$ cat config.mk
export PLATFORM = sky130hd
export DESIGN_NAME = disp_scan_ctrl
export DESIGN_NICKNAME = d
export VERILOG_FILES = /design/src/rtl/disp_pkg.sv /design/src/rtl/disp_prescaler.sv /design/src/rtl/disp_scan_ctrl.sv
export SDC_FILE = /design/constraint.sdc
export NUM_CORES = 1
export LEC_CHECK = 0
export CORE_UTILIZATION = 40
export DETAILED_ROUTE_END_ITERATION = 8
export GPL_ROUTABILITY_DRIVEN = 0
export SYNTH_ARGS = -nofsm -noshare
export SYNTH_HDL_FRONTEND = slang
export SYNTH_SLANG_ARGS = --single-unit
export TNS_END_PERCENT = 100
$ cat constraint.sdc
create_clock -name clk -period 2.55 [get_ports clk]
set_input_delay 0.51 -clock clk [delete_from_list [all_inputs] [get_ports clk]]
set_output_delay 0.51 -clock clk [all_outputs]
set_load 0.05 [all_outputs]
$ cat src/rtl/disp_pkg.sv
// Shared constants and the leading-zero blanking rule for the 4-digit scan controller.
package disp_pkg;

    localparam int DIGITS = 4;
    localparam int SCAN_W = 2;
    localparam int NIB_W  = 4;
    localparam int HEXS_W = 16;

    // Digit idx is a leading zero when it and every digit to its left are zero;
    // digit 0 is always shown so the value zero still displays one "0".
    function automatic logic lz_blank(input logic [HEXS_W-1:0] hexs,
                                      input logic [SCAN_W-1:0] idx);
        logic all_zero;
        all_zero = 1'b1;
        for (int i = 0; i < DIGITS; i++) begin
            if (i >= int'(idx) && hexs[i*NIB_W +: NIB_W] != '0)
                all_zero = 1'b0;
        end
        return (idx != '0) && all_zero;
    endfunction

endpackage

$ cat src/rtl/disp_prescaler.sv
// Digit-slot prescaler: counts DIV clocks per slot, flags the last clock and the dead time.
module disp_prescaler #(
    parameter int DIV   = 50000,
    parameter int DEAD  = 16,
    parameter int CNT_W = 16
) (
    input  logic clk,
    input  logic rst,
    input  logic en,
    output logic slot_end,
    output logic dead
);

    localparam logic [CNT_W-1:0] LAST   = CNT_W'(DIV - 1);
    localparam logic [CNT_W-1:0] DEAD_C = CNT_W'(DEAD);

    logic [CNT_W-1:0] cnt;

    // NOTE: sequential state uses non-blocking assignments so every flop samples pre-edge values.
    always_ff @(posedge clk or posedge rst) begin
        if (rst)
            cnt <= '0;
        else if (en)
            cnt <= (cnt == LAST) ? '0 : cnt + 1'b1;
    end

    assign slot_end = en && (cnt == LAST);
    assign dead     = (cnt < DEAD_C);

endmodule

$ cat src/rtl/disp_scan_ctrl.sv
// Scan sequencer for dispsync: digit index, dead time, frame-aligned double buffer and blank request.
module disp_scan_ctrl
    import disp_pkg::*;
#(
    parameter int DIV   = 50000,
    parameter int DEAD  = 16,
    parameter int CNT_W = 16
) (
    input  logic              clk,
    input  logic              rst,
    input  logic              en,
    input  logic [HEXS_W-1:0] hexs_in,
    input  logic              hexs_wr,
    input  logic [DIGITS-1:0] blank_mask,
    input  logic              lz_suppress,
    output logic [SCAN_W-1:0] scan,
    output logic [HEXS_W-1:0] hexs_q,
    output logic              blank,
    output logic              frame_tick,
    output logic              upd_pending
);

    logic              slot_end;
    logic              dead;
    logic              boundary;
    logic [HEXS_W-1:0] pend;

    disp_prescaler #(
        .DIV   (DIV),
        .DEAD  (DEAD),
        .CNT_W (CNT_W)
    ) u_prescaler (
        .clk      (clk),
        .rst      (rst),
        .en       (en),
        .slot_end (slot_end),
        .dead     (dead)
    );

    assign boundary = slot_end && (scan == SCAN_W'(DIGITS - 1));

    always_ff @(posedge clk or posedge rst) begin
        if (rst) begin
            scan        <= '0;
            hexs_q      <= '0;
            pend        <= '0;
            upd_pending <= 1'b0;
            frame_tick  <= 1'b0;
        end else begin
            frame_tick <= boundary;
            if (slot_end)
                scan <= scan + 1'b1;
            // A same-cycle write lands in pend while the previous pend goes on display.
            if (boundary && upd_pending)
                hexs_q <= pend;
            if (hexs_wr) begin
                pend        <= hexs_in;
                upd_pending <= 1'b1;
            end else if (boundary) begin
                upd_pending <= 1'b0;
            end
        end
    end

    // Decoded only from registers and static controls, so it never glitches against scan.
    assign blank = !en || dead || blank_mask[scan] || (lz_suppress && lz_blank(hexs_q, scan));

endmodule

==> impl_metrics.yaml, run 1 <==
# implementation run metrics
synth:
  fp_nets: 208
  syn_inst: 179
  edf_count: 0
  ys_seq_share: 0.563
  synth_top_area_share: 0.563
  ys_seq_elements: 52
  synthAdderAreaFrac: 0.0217
  ys_cells: 179
  dominantRegCellSynth: "dfrtp_1"
  synth_chip_area_mm2: 0.00231
  syn_area_mm2: 0.00231
floorplanning:
  initCoreUtil: 0.417
  ios: 46
  dieWidth_um: 78.0
  coreArea_mm2: 0.00554
  tap_cells: 72
  num_rows: 27
final_layout:
  nNonClkInverters: 11
  final_layout_size_suffix_gt1_frac: 0.248
  comb-cell-share: 0.318
  reg_top3: "hexs_q (16), pend (16), u_prescaler.cnt (16)"
  nets: 262
  layout_top_cell: "dfrtp_1"
  fin_area_mm2: 0.00298
  largest_cell_class: "sequential cells"
  logic_area_um2: 946
critical_path:
  r2r-start: "u_prescaler.cnt[10]$_DFFE_PP0P_"
  slowest_delay_ps: 440
  worstPathArrival_ps: 1910
  crit_buf_inv: 2
  reg2reg_to: "hexs_q[7]$_DFFE_PP0P_"
  path_cells: "inv_1, ha_1, nor4b_1, nand4_1, nand4b_1, buf_12"
  critPathSlowestCell: "dfrtp_2"
  cpLargestDelayFamily: "simple AND/OR/NAND/NOR gates"
  cp-end-kind: "output pin"
cts:
  cts_hold_buf: 0
  clock_sinks: 52
  clock_path_buffers: 2
  clk_pin_slew_ps: 100
  cts_buffers: 5
  cts-root-buf: "clkbuf_8"
  htreeDepth: 2
  post_cts_buffers: 0
global_route:
  use_met3: 0.0419
  grt_pass1_wl_um: 7860
  antenna_found_initial: 0
  grtUsageTotal: 0.170
  grt_pass1_vias: 1659
drt:
  vias: 1575
  wl_met2_um: 2410
  top_layer: "met4"
  wl_um: 4700
  via_per_inst: 5.15
  wl_per_cell_um: 15.4
pwr:
  swShare: 0.271
  combPwrFrac: 0.130
  ir_drop_uv: 272
  power_density_mw_per_mm2: 552
run_status:
  status: "completed"
hold_path:
  hp-class: "in -> async"
final_timing:
  final_max_slew_viol_count: 0
  setup_viol: 0
  fmax_mhz: 414
  hold_viol_final: 0
  slew_headroom: 0.651
run:
  warnings: 28
[run 1: metrics by stage]
| step | worst slack, ps | cells | util |
|---|---|---|---|
| 3_5_place_dp | 166 | 298 | 0.521 |
| 2_1_floorplan | 181 | 179 | - |
| 5_1_grt | 33.1 | 306 | 0.538 |
| 6_report | 134 | 306 | 0.538 |
| 4_1_cts | 4.20 | 306 | 0.537 |
| 3_3_place_gp | 201 | 298 | 0.521 |
[run 1: worst max path at each step]
stage / startpoint / endpoint / slack, ps
final: scan[0]$_DFFE_PP0P_ / blank / 130
after global routing: scan[0]$_DFFE_PP0P_ / blank / 30
after CTS: scan[0]$_DFFE_PP0P_ / blank / 4
after detailed placement: en / hexs_q[2]$_DFFE_PP0P_ / 170
after global placement: lz_suppress / blank / 200
after floorplan: scan[0]$_DFFE_PP0P_ / blank / 180
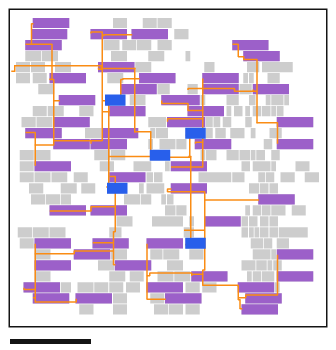
**Above:** run 1 (clock wires, drivers and flops).
Scale bar: 20 um.
purple -> flip-flops  # count 52
blue -> cells driving clock nets  # count 5
orange -> clock wires  # length 580 um
routed clock nets = 6
flops lie = widely spread
Clock power frac: 0.286
clk latency late pin: 300 ps
Clock group: 0.471 mW

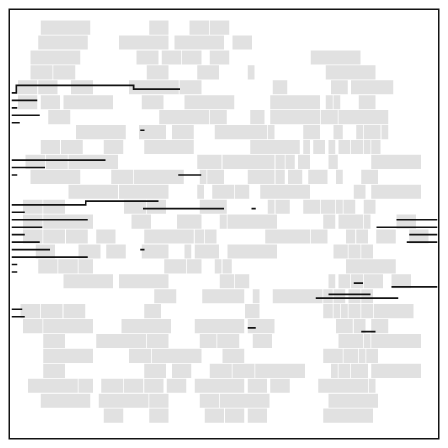
**Above:** run 1 (metal 3).
Cells faint in the background.
share of all routed wire = 4.9%
wire length on this layer = 229 um
nets with wire on the layer = 30
main direction = horizontal
longest straight run = 21.4 um

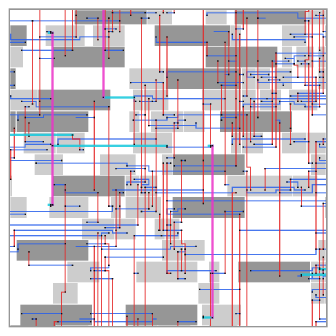
**Above:** run 1 (a small window of the routed layout).
Region (19, 19) to (59, 59) um. Cells in grey, sequential cells in the stronger grey; small squares are vias.
blue -> met1
red -> met2
magenta -> met4
cyan -> met3
sequential cells in the window = 16
cells with their middle in the window = 75
most frequent = dfrtp_1 (14), mux2_2 (6)
netlist names of flops here include = hexs_q (5), u_prescaler.cnt (4), pend (3)

==> run 2: changes to the inputs <==
Clock period 2.55 ns to 2.3 ns, I/O delays scaled along.
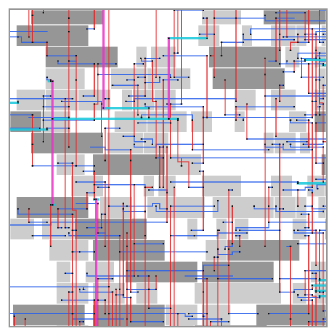
**Above:** run 2 (a small window of the routed layout).
Region (19, 19) to (59, 59) um. Cells in grey, sequential cells in the stronger grey; small squares are vias.

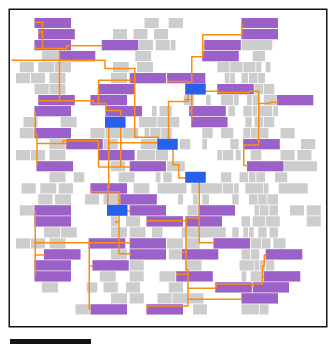
**Above:** run 2 (clock wires, drivers and flops).
Scale bar: 20 um.
clk_skew: 8.95 ps
Clock group: 0.613 mW

==> run 2 against run 1 <==
  * Global-route usage rose by 0.38 points
  * Sequential power increased by about 10%
  * Wire length rose by 1.1%
  * Combinational power up 14%
  * Worst setup slack worse by 63 ps
  * Clock skew rose by 2.2 ps
  * Clock power is about 30% higher
==> impl_metrics.yaml, run 2 <==
# implementation run metrics
cts:
  cts_buffers: 5
  clock_sinks: 52
  clk_pin_slew_ps: 80
  post_cts_buffers: 3
  cts-root-buf: "clkbuf_8"
  htreeDepth: 2
  insertion_delay_ps: 300
  cts_hold_buf: 0
  clock_path_buffers: 2
final_timing:
  hold_viol_final: 0
  fmax_mhz: 449
  holdWs_ps: 512
  timing.final.ws_setup_ps: 71.5
  slew_headroom: 0.615
  setup_viol: 0
  final_max_slew_viol_count: 0
global_route:
  grtUsageTotal: 0.174
  use_met3: 0.0419
  grt_pass1_vias: 1757
  antenna_found_initial: 0
  use_met1: 0.200
  grt_pass1_wl_um: 8110
final_layout:
  nets: 268
  final_cells: 312
  final_util: 0.554
  reg_top3: "hexs_q (16), pend (16), u_prescaler.cnt (16)"
  final_layout_size_suffix_gt1_frac: 0.275
  area_delta_synth_final_pct: 32.8
  n_antenna_cell: 0
  fin_area_mm2: 0.00307
  final_cell_mix: "51 x dfrtp_1, 44 x clkdlybuf4s50_1, 33 x mux2_2, 11 x buf_4, 10 x inv_1"
  layout_top_cell: "dfrtp_1"
critical_path:
  reg2reg_to: "hexs_q[13]$_DFFE_PP0P_"
  endpoint: "blank"
  slowest_delay_ps: 550
  worstSetupStartpoint: "hexs_q[4]$_DFFE_PP0P_"
  path_cells: "or4_4, o21ai_2, nand4_1, nand4b_1, buf_12"
  r2r-start: "u_prescaler.cnt[10]$_DFFE_PP0P_"
  cp-end-kind: "output pin"
  worstPathArrival_ps: 1770
  cpLargestDelayFamily: "simple AND/OR/NAND/NOR gates"
  critPathSlowestCell: "or4_4"
  crit_buf_inv: 1
synth:
  dominantRegCellSynth: "dfrtp_1"
  synth_chip_area_mm2: 0.00231
  async_flop_share: 1.00
  syn_area_mm2: 0.00231
  edf_count: 0
  synthAdderAreaFrac: 0.0217
  ys_cells: 179
  ys_seq_elements: 52
  ys_seq_share: 0.563
  synth_top_area_share: 0.563
  fp_nets: 208
  syn_inst: 179
  synth_xor_xnor_area_share: 0.0379
  mux_share: 0.179
pwr:
  switchingPower_mw: 0.485
  combPwrFrac: 0.127
  ir_drop_uv: 304
  power_sequential_mw: 1.07
  swShare: 0.252
  power_density_mw_per_mm2: 627
  p_clk_frac: 0.319
  pg_comb_mw: 0.245
run_status:
  status: "completed"
floorplanning:
  num_rows: 27
  initCoreUtil: 0.417
  dieWidth_um: 78.0
  coreArea_mm2: 0.00554
  ios: 46
placed_design:
  pre_cts_ws_ps: 85.7
  dp_cells: 301
drt:
  vias: 1613
  ant_nets: 0
  wl_met2_um: 2400
  drc: 0
  top_layer: "met4"
  wl_per_cell_um: 15.2
  wl_um: 4750
  via_per_inst: 5.17
hold_path:
  hp-class: "reg -> reg"
  whs_endpoint: "pend[13]$_DFFE_PP0P_"
run:
  warnings: 29
==> run 2: netlist changes by cell type in the layout (fill, tap and decap cells not counted) <==
cell | before | now
nor4b_1 | 1 | 0
clkinv_2 | 0 | 1
clkinvlp_4 | 2 | 1
or4_4 | 0 | 1
o21ai_0 | 4 | 3
clkinv_4 | 1 | 0
dfrtp_2 | 2 | 1
o21ai_2 | 0 | 1
buf_4 | 6 | 11
or4_1 | 2 | 1
bufinv_16 | 0 | 1
dfrtp_1 | 50 | 51
buf_12 | 1 | 2
nor4b_2 | 0 | 1
==> run 2: final cells by class <==
type | instances | area [um2]
fillers | 475 | 2470
flip-flops and latches | 52 | 1300
multi-input cells | 112 | 960
clock inverters | 3 | 42.5
clock buffers | 5 | 68.8
well taps | 72 | 90.1
inverters | 11 | 41.3
repair buffers | 57 | 563
Power and IR drop assume default switching activity.
